==> run_1/final_congestion.png <==
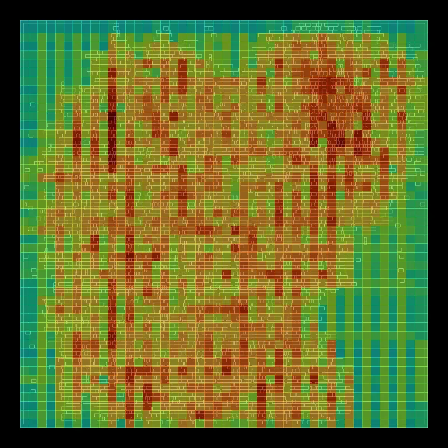
==> run_1/zoom.png <==
Window x 228 to 253, y 68 to 93 um. Cells in grey, sequential cells in the stronger grey; small squares are vias.
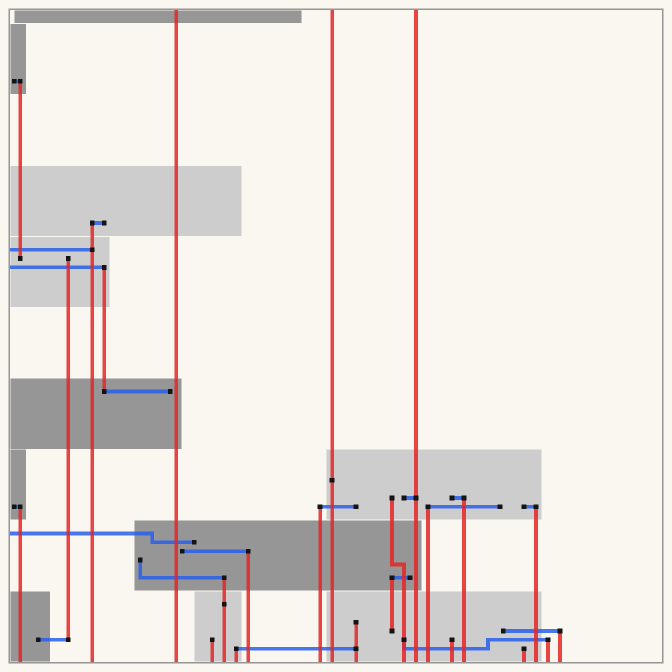
==> run_1/pdn.png <==
Bar = 100 um. Pins as bars on the die edge. Tap cells in grey.
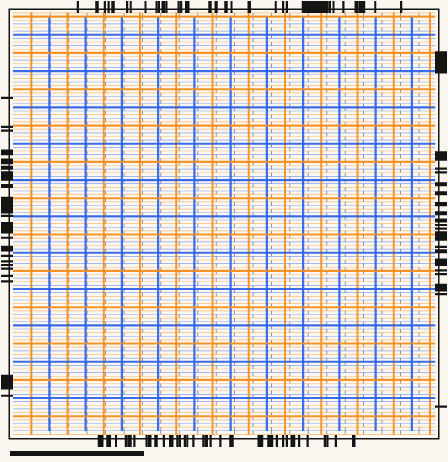
File: config.mk
export PLATFORM = sky130hd
export DESIGN_NAME = instruction_cache_controller
export DESIGN_NICKNAME = d
export VERILOG_FILES = /design/src/rtl/instruction_cache_controller_pkg.sv /design/src/rtl/instruction_cache_controller_line_array.sv /design/src/rtl/instruction_cache_controller.sv
export SDC_FILE = /design/constraint.sdc
export NUM_CORES = 1
export LEC_CHECK = 0
export CAP_MARGIN = 0
export CORE_MARGIN = 2
export CORE_UTILIZATION = 50
export CTS_BUF_LIST = sky130_fd_sc_hd__clkbuf_2
export DETAILED_ROUTE_END_ITERATION = 7
export GPL_TIMING_DRIVEN = 0
export PLACE_DENSITY = 0.73
export SYNTH_ARGS = -nofsm -noshare
export SYNTH_HDL_FRONTEND = slang
export SYNTH_HIERARCHICAL = 1
export SYNTH_SLANG_ARGS = --single-unit
File: constraint.sdc
create_clock -name CLK -period 17.4 [get_ports CLK]
set_input_delay 2.61 -clock CLK [delete_from_list [all_inputs] [get_ports CLK]]
set_output_delay 2.61 -clock CLK [all_outputs]
set_load 0.005 [all_outputs]
File: src/rtl/instruction_cache_controller_pkg.sv
// Shared definitions for the direct-mapped instruction cache: FSM states,
// block geometry and the tag-width derivation.
package instruction_cache_controller_pkg;

  typedef enum logic [1:0] {
    IDLE     = 2'd0,
    MEM_READ = 2'd1,
    UPDATE   = 2'd2
  } state_t;

  localparam logic [31:0] RESET_PC_VALUE   = 32'hFFFF_FFFC;
  localparam int          BLOCK_BITS       = 128;
  localparam int          WORD_OFFSET_BITS = 2;
  localparam int          BYTE_OFFSET_BITS = 2;

  function automatic int tag_width(input int index_bits);
    return 32 - BYTE_OFFSET_BITS - WORD_OFFSET_BITS - index_bits;
  endfunction

endpackage

File: src/rtl/instruction_cache_controller_line_array.sv
// Line storage for the instruction cache: valid/tag/data per line with a
// combinational read port and one synchronous write port.
module icache_line_array
  import instruction_cache_controller_pkg::*;
#(
  parameter int INDEX_BITS = 3,
  parameter int TAG_BITS   = tag_width(3)
) (
  input  logic                  CLK,
  input  logic                  RESET_N,
  input  logic [INDEX_BITS-1:0] rd_index,
  output logic                  rd_valid,
  output logic [TAG_BITS-1:0]   rd_tag,
  output logic [BLOCK_BITS-1:0] rd_data,
  input  logic                  wr_en,
  input  logic [INDEX_BITS-1:0] wr_index,
  input  logic [TAG_BITS-1:0]   wr_tag,
  input  logic [BLOCK_BITS-1:0] wr_data
);

  localparam int LINES = 1 << INDEX_BITS;

  logic [LINES-1:0]      valid;
  logic [TAG_BITS-1:0]   tags  [LINES];
  logic [BLOCK_BITS-1:0] blocks[LINES];

  // Only the valid bits are reset; stale tag/data are harmless behind valid=0.
  always_ff @(posedge CLK or negedge RESET_N) begin
    if (!RESET_N) begin
      valid <= '0;
    end else if (wr_en) begin
      valid[wr_index] <= 1'b1;
    end
  end

  always_ff @(posedge CLK) begin
    if (wr_en) begin
      tags[wr_index]   <= wr_tag;
      blocks[wr_index] <= wr_data;
    end
  end

  assign rd_valid = valid[rd_index];
  assign rd_tag   = tags[rd_index];
  assign rd_data  = blocks[rd_index];

endmodule

File: src/rtl/instruction_cache_controller.sv
// Direct-mapped instruction cache controller: combinational hit path to the
// PC stage and a miss FSM that refills a 128-bit line from instruction memory.
module instruction_cache_controller
  import instruction_cache_controller_pkg::*;
#(
  parameter int          INDEX_BITS = 3,
  parameter logic [31:0] RESET_PC   = RESET_PC_VALUE
) (
  input  logic                  CLK,
  input  logic                  RESET_N,
  input  logic [31:0]           ADDRESS,
  output logic [31:0]           INSTRUCTION,
  output logic                  BUSYWAIT,
  output logic                  IMEM_READ,
  output logic [27:0]           IMEM_ADDRESS,
  input  logic [BLOCK_BITS-1:0] IMEM_READDATA,
  input  logic                  IMEM_BUSYWAIT
);

  localparam int TAG_BITS = tag_width(INDEX_BITS);

  state_t state, next_state;

  logic                  seen_busy;
  logic [27:0]           miss_addr;
  logic [INDEX_BITS-1:0] index;
  logic [TAG_BITS-1:0]   tag;
  logic [1:0]            offset;
  logic                  rd_valid;
  logic [TAG_BITS-1:0]   rd_tag;
  logic [BLOCK_BITS-1:0] rd_data;
  logic                  lookup;
  logic                  hit;
  logic                  capture;
  logic [31:0]           word;
  logic                  unused_addr_bits;

  assign offset = ADDRESS[3:2];
  assign index  = ADDRESS[3+INDEX_BITS:4];
  assign tag    = ADDRESS[31:4+INDEX_BITS];
  assign unused_addr_bits = ^ADDRESS[1:0];

  icache_line_array #(
    .INDEX_BITS(INDEX_BITS),
    .TAG_BITS  (TAG_BITS)
  ) u_lines (
    .CLK     (CLK),
    .RESET_N (RESET_N),
    .rd_index(index),
    .rd_valid(rd_valid),
    .rd_tag  (rd_tag),
    .rd_data (rd_data),
    .wr_en   (capture),
    .wr_index(miss_addr[INDEX_BITS-1:0]),
    .wr_tag  (miss_addr[27:INDEX_BITS]),
    .wr_data (IMEM_READDATA)
  );

  // The reset PC value is not a real fetch, so it never looks up.
  assign lookup  = (state == IDLE) && (ADDRESS != RESET_PC);
  assign hit     = lookup && rd_valid && (rd_tag == tag);
  assign capture = (state == MEM_READ) && seen_busy && !IMEM_BUSYWAIT;

  always_comb begin
    word = '0;
    case (offset)
      2'd0: word = rd_data[31:0];
      2'd1: word = rd_data[63:32];
      2'd2: word = rd_data[95:64];
      2'd3: word = rd_data[127:96];
      default: word = '0;
    endcase
  end

  always_comb begin
    next_state  = state;
    BUSYWAIT    = 1'b0;
    INSTRUCTION = '0;
    case (state)
      IDLE: begin
        if (hit) begin
          INSTRUCTION = word;
        end else if (lookup) begin
          BUSYWAIT   = 1'b1;
          next_state = MEM_READ;
        end
      end
      MEM_READ: begin
        BUSYWAIT = 1'b1;
        if (capture) next_state = UPDATE;
      end
      UPDATE: begin
        BUSYWAIT   = 1'b1;
        next_state = IDLE;
      end
      default: next_state = IDLE;
    endcase
  end

  // Data is only trusted after memory has been seen busy and then released.
  always_ff @(posedge CLK or negedge RESET_N) begin
    if (!RESET_N) begin
      state     <= IDLE;
      IMEM_READ <= 1'b0;
      miss_addr <= '0;
      seen_busy <= 1'b0;
    end else begin
      state     <= next_state;
      IMEM_READ <= (next_state == MEM_READ);
      if (state == IDLE && next_state == MEM_READ) begin
        miss_addr <= ADDRESS[31:4];
      end
      if (state == MEM_READ && !capture) begin
        seen_busy <= seen_busy | IMEM_BUSYWAIT;
      end else begin
        seen_busy <= 1'b0;
      end
    end
  end

  assign IMEM_ADDRESS = miss_addr;

endmodule

==> results_dict.tcl, run 1 <==
# yosys + openroad results
set metrics [dict create \
    cts_hold_repair.buffers 0 \
    cts_made_buffers 319 \
    fp_nets 2389 \
    hp-start "u_lines/valid[0]" \
    initCoreUtil_pct 50.2 \
    final.setup.worst_slack_ns 6.13 \
    fin_skew_ns 0.148 \
    chipArea_um2 103000 \
    core-area_um2 99700 \
    ys_area_um2 50100 \
    grt_pass1_wl_mm 179 \
    drtIter0Drc 2915 \
    criticalPathCategory "in -> out" \
    yosysTopAreaCellShare_pct 73.4 \
    required_ns 14.79 \
    ir_worst_vdd_mv 0.0658 \
    gp_congestion 0.888 \
    status "finished, final reports clean" \
    insertion_delay_ns 1.60 \
    dpl.hpwl_mm 83.2 \
    vias 26400 \
    drc 0 \
    areaGrowthSynthToFinish_pct 16.9 \
    worst_slew_pin_slew_ns 1.14 \
    hold_depth 1 \
    place_area_um2 55800 \
    dr.pass1.iters 7 \
    max_freq_mhz 88.7 \
    ys_seq_share_pct 75.4 \
    maxSlewHeadroom_pct 24.2 \
    row_count 116 \
    seq_power_mw 3.67 \
    syn_area_per_cell_um2 22.5 \
    p_leak_nw 19.3 \
    clkPwrFrac_pct 29.4 \
    layout-drive-gt1-share_pct 39.8 \
    rsz0062_at_grt "false" \
    cts_resized 0 \
    power_per_cell_area_nw_per_um2 112 \
]
About final_congestion.png:
Routed WL per cell: 27.6 um
GRT Util Overall: 24.1%
met2 Use GR: 39.2%

About zoom.png:
legend:
  blue:
    layer: met1
  red:
    layer: met2
cells with their middle in the window: 6
netlist names of flops here include: u_lines/blocks (2)
sequential cells in the window: 2
most frequent: mux4_2 (2), edfxtp_1 (2)

About pdn.png:
legend:
  blue:
    net: VDD
  orange:
    net: VSS
met1 rails: 117
met5 straps: 23
met4 straps: 23
signal pins: 225

-- run 1: metal layers --
metal  routed length, um  vias up  global-route usage, %
met5                 270        -                      0
met4                2570       42                   8.29
met3               11700      217                   7.27
met2               61100     1387                   39.2
met1               46400    13800                   31.0
li1                    -    11000                      -
-- run 1: per-stage QoR --
stage / util, % / total power [mW] / std cells
4_1_cts: 58.7 / 6.57 / 4410
2_1_floorplan: - / 4.26 / 2223
3_5_place_dp: 55.9 / 4.66 / 3883
6_report: 58.7 / 6.53 / 4419
3_3_place_gp: 54.1 / 4.64 / 3743
5_1_grt: 58.7 / 6.81 / 4416
-- run 1: area by class of cell --
class	count	area, um^2	area share, %
Sequential cell	1264	37800	64.5
Multi-Input combinational cell	789	11600	19.7
Timing Repair Buffer	362	3990	6.82
Clock buffer	453	2270	3.87
Tap cell	1298	1620	2.77
Buffer	134	697	1.19
Clock inverter	74	485	0.829
Inverter	36	135	0.231
Antenna cell	9	22.5	0.0385
-- run 1: cells in the mapped netlist --
library cell and n:
a2111o_1 1, a21oi_1 2, a31oi_1 1, a41o_1 4, and2_1 3, and2b_1 2, buf_1 6, buf_2 47
buf_6 18, clkbuf_1 63, dfrtp_1 40, edfxtp_1 1224, ha_1 3, inv_1 36, mux2_2 154, mux4_2 340
nand2_1 35, nand3_1 28, nand4_1 42, nand4bb_1 1, nor2_1 4, nor2b_1 13, nor2b_2 19, nor3_1 5
nor3b_1 1, nor4_1 7, nor4b_1 2, nor4bb_1 2, o2111a_1 1, o2111ai_1 27, o21ai_0 3, o21bai_1 1
o221a_2 27, o221ai_1 2, o2bb2ai_1 1, or2_2 3, or3_1 29, or4_1 1, xnor2_1 13, xor2_1 12
-- run 1: flip-flops by register name (all words and copies together), names as in the netlist --
| register | flops |
|---|---|
| IMEM_ADDRESS | 28 |
| u_lines/tags | 200 |
| state | 2 |
| seen_busy | 1 |
| u_lines/blocks | 1024 |
| u_lines/valid | 8 |
| IMEM_READ | 1 |
-- run 1: cell usage in the layout, fill, tap and decap left out, types with 4 or more instances in the layout --
| cell | count |
|---|---|
| nor2b_2 | 19 |
| clkbuf_2 | 453 |
| buf_8 | 35 |
| edfxtp_1 | 1224 |
| bufinv_16 | 7 |
| clkbuf_1 | 63 |
| or3_1 | 29 |
| nor2b_1 | 13 |
| mux4_2 | 340 |
| clkinv_1 | 45 |
| mux2_2 | 154 |
| nand3_1 | 28 |
| a41o_1 | 4 |
| buf_1 | 6 |
| xnor2_1 | 13 |
| clkinv_2 | 16 |
| dfrtp_1 | 40 |
| clkdlybuf4s50_1 | 221 |
| o2111ai_1 | 27 |
| buf_6 | 112 |
| diode_2 | 9 |
| nor4_1 | 7 |
| buf_2 | 48 |
| buf_12 | 7 |
| o221a_2 | 27 |
| nand4_1 | 42 |
| xor2_1 | 12 |
| inv_2 | 5 |
| inv_1 | 36 |
| nand2_1 | 35 |
-- run 1: cell families after synthesis --
group                    share of synthesized area [%]
XOR/XNOR                                         0.437
multiplexers                                      18.8
adder cells (fa/ha/maj)                         0.0750
buffers and inverters                             1.66
flip-flops                                        75.4
AND-OR/OR-AND                                     1.33
AND/OR/NAND/NOR                                   2.32
==> run_1/metal_stack.png <==
Two of the layers only.
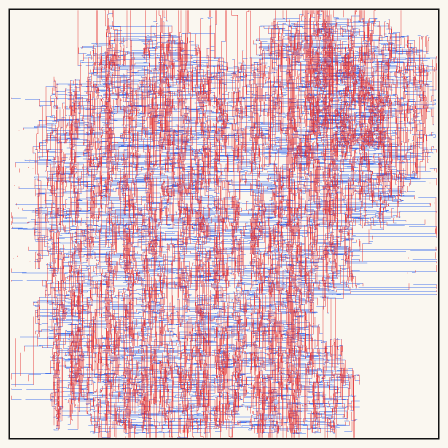

==> inputs of run 2 (changes only) <==
==> constraint.sdc (replaced) <==
create_clock -name CLK -period 9.05 [get_ports CLK]
set_input_delay 1.3575 -clock CLK [delete_from_list [all_inputs] [get_ports CLK]]
set_output_delay 1.3575 -clock CLK [all_outputs]
set_load 0.005 [all_outputs]
==> run_2/metal_stack.png <==
Two of the layers only.
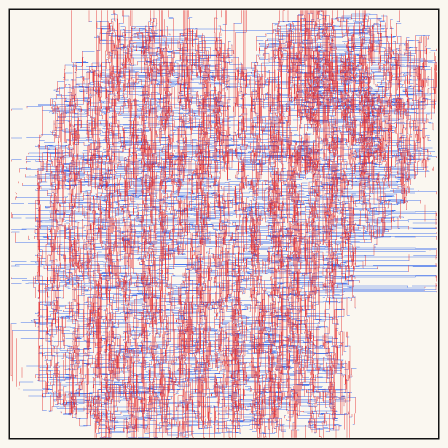
legend:
  blue:
    layer: met1
    wire_length: 47.5 mm
  red:
    layer: met2
    wire_length: 62.0 mm
Routed WL per cell: 27.8 um
Routed WL: 122 mm
GRT Util Overall: 24.2%
overall via count from detail_route: 26.3k

==> run_2/pdn.png <==
Bar = 100 um. Pins as bars on the die edge. Tap cells in grey.
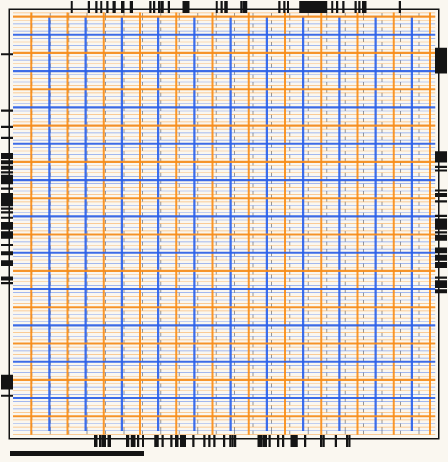
legend:
  orange:
    net: VSS
  blue:
    net: VDD
signal pins: 225
met4 straps: 23
met1 rails: 117
met5 straps: 23
rows: 116
Die Width: 320 um
core box area: 99,700 um^2

==> results_dict.tcl, run 2 <==
# yosys + openroad results
set metrics [dict create \
    layoutNonFillerInstCount 4392 \
    cts_resized 0 \
    cts_made_buffers 315 \
    total_power_mw 12.3 \
    common_cells "1,224 x edfxtp_1, 340 x mux4_2, 154 x mux2_2, 63 x clkbuf_1, 47 x buf_2" \
    ys.flop_type "edfxtp_1" \
    chipArea_um2 103000 \
    ir_worst_vdd_mv 0.105 \
    criticalPathCategory "in -> out" \
    ys_area_um2 50100 \
    drc 0 \
    lay_top_cells "1,224 x edfxtp_1, 428 x clkbuf_2, 340 x mux4_2" \
    maxSlewHeadroom_pct 21.6 \
    dr.pass1.iters 5 \
    largest_reg_flops 1024 \
    grt_pass1_wl_mm 181 \
    insertion_delay_ns 1.50 \
    edf_count 1224 \
    synthArstFlopShare_pct 3.16 \
    rsz0062_at_grt "false" \
    status "finished, final reports clean" \
]
==> run 2: repair_timing <==
item                                   in CTS  in global routing
hold buffers                                1                  0
setup endpoints to repair                   0                  0
endpoints found under the hold margin      18                  0
==> run 2: worst max-delay path, cell delays in order <==
cell and delay (ns):
clkdlybuf4s50_1 0.66, buf_2 0.53, buf_2 0.45, clkbuf_1 0.68, mux4_2 0.43, mux2_2 0.29, xnor2_1 0.34, nand4_1 0.13
or4_1 0.54, a2111o_1 0.63, buf_6 0.29, nor2b_1 0.44, clkdlybuf4s50_1 0.62
==> run 2: logic make-up after synthesis <==
kind of cell	count (synthesis)	synth area share, %
multiplexers	494	18.8
adder cells (fa/ha/maj)	3	0.0750
XOR/XNOR	25	0.437
flip-flops	1264	75.4
AND/OR/NAND/NOR	197	2.32
AND-OR/OR-AND	70	1.33
buffers and inverters	170	1.66
==> run 2: area by class of cell <==
cell class	instances	area [um^2]	share of cell area, %
sequential	1264	37800	64.8
antenna	8	20.0	0.0344
multi-input combinational	789	11600	19.8
inverter	36	135	0.232
clock buffer	428	2140	3.68
clock inverter	83	408	0.700
timing repair buffer	352	3920	6.72
buffer	134	697	1.20
tap	1298	1620	2.79
==> run 2: worst max path at each step <==
stage,startpoint,endpoint,depth (start not counted)
final,ADDRESS[6],INSTRUCTION[30],13
after global routing,ADDRESS[6],INSTRUCTION[30],13
after CTS,ADDRESS[6],INSTRUCTION[30],13
after detailed placement,ADDRESS[6],INSTRUCTION[30],13
after global placement,IMEM_BUSYWAIT,u_lines/blocks[3][78],5
after floorplan,IMEM_BUSYWAIT,u_lines/blocks[3][0],4
==> run 2: power by group through the flow <==
stage               Sequential, mW  Clock, mW  Combinational [mW]
CTS                           7.07       3.59                1.77
detailed placement            7.20          0                1.76
finish                        7.07       3.48                1.78
floorplan                     7.16          0                1.02
global placement              7.29          0                1.62
global route                  7.10       3.88                1.91
==> run 2: per-layer routing <==
layer / vias to the layer above / global-route usage, % / wire, um
met5: - / 0 / 235
met4: 36 / 7.84 / 2350
met3: 208 / 6.71 / 10300
met2: 1281 / 39.4 / 62000
met1: 13800 / 31.9 / 47500
li1: 11000 / - / -
==> run 2: through the flow <==
stage          TNS [ns]  instance area, um^2
4_1_cts               0                58200
2_1_floorplan  -2814.22                50100
5_1_grt               0                58300
3_5_place_dp          0                55700
3_3_place_gp          -                53900
6_report              0                58300
No activity file was given, so power comes from the tool's default toggle rates.
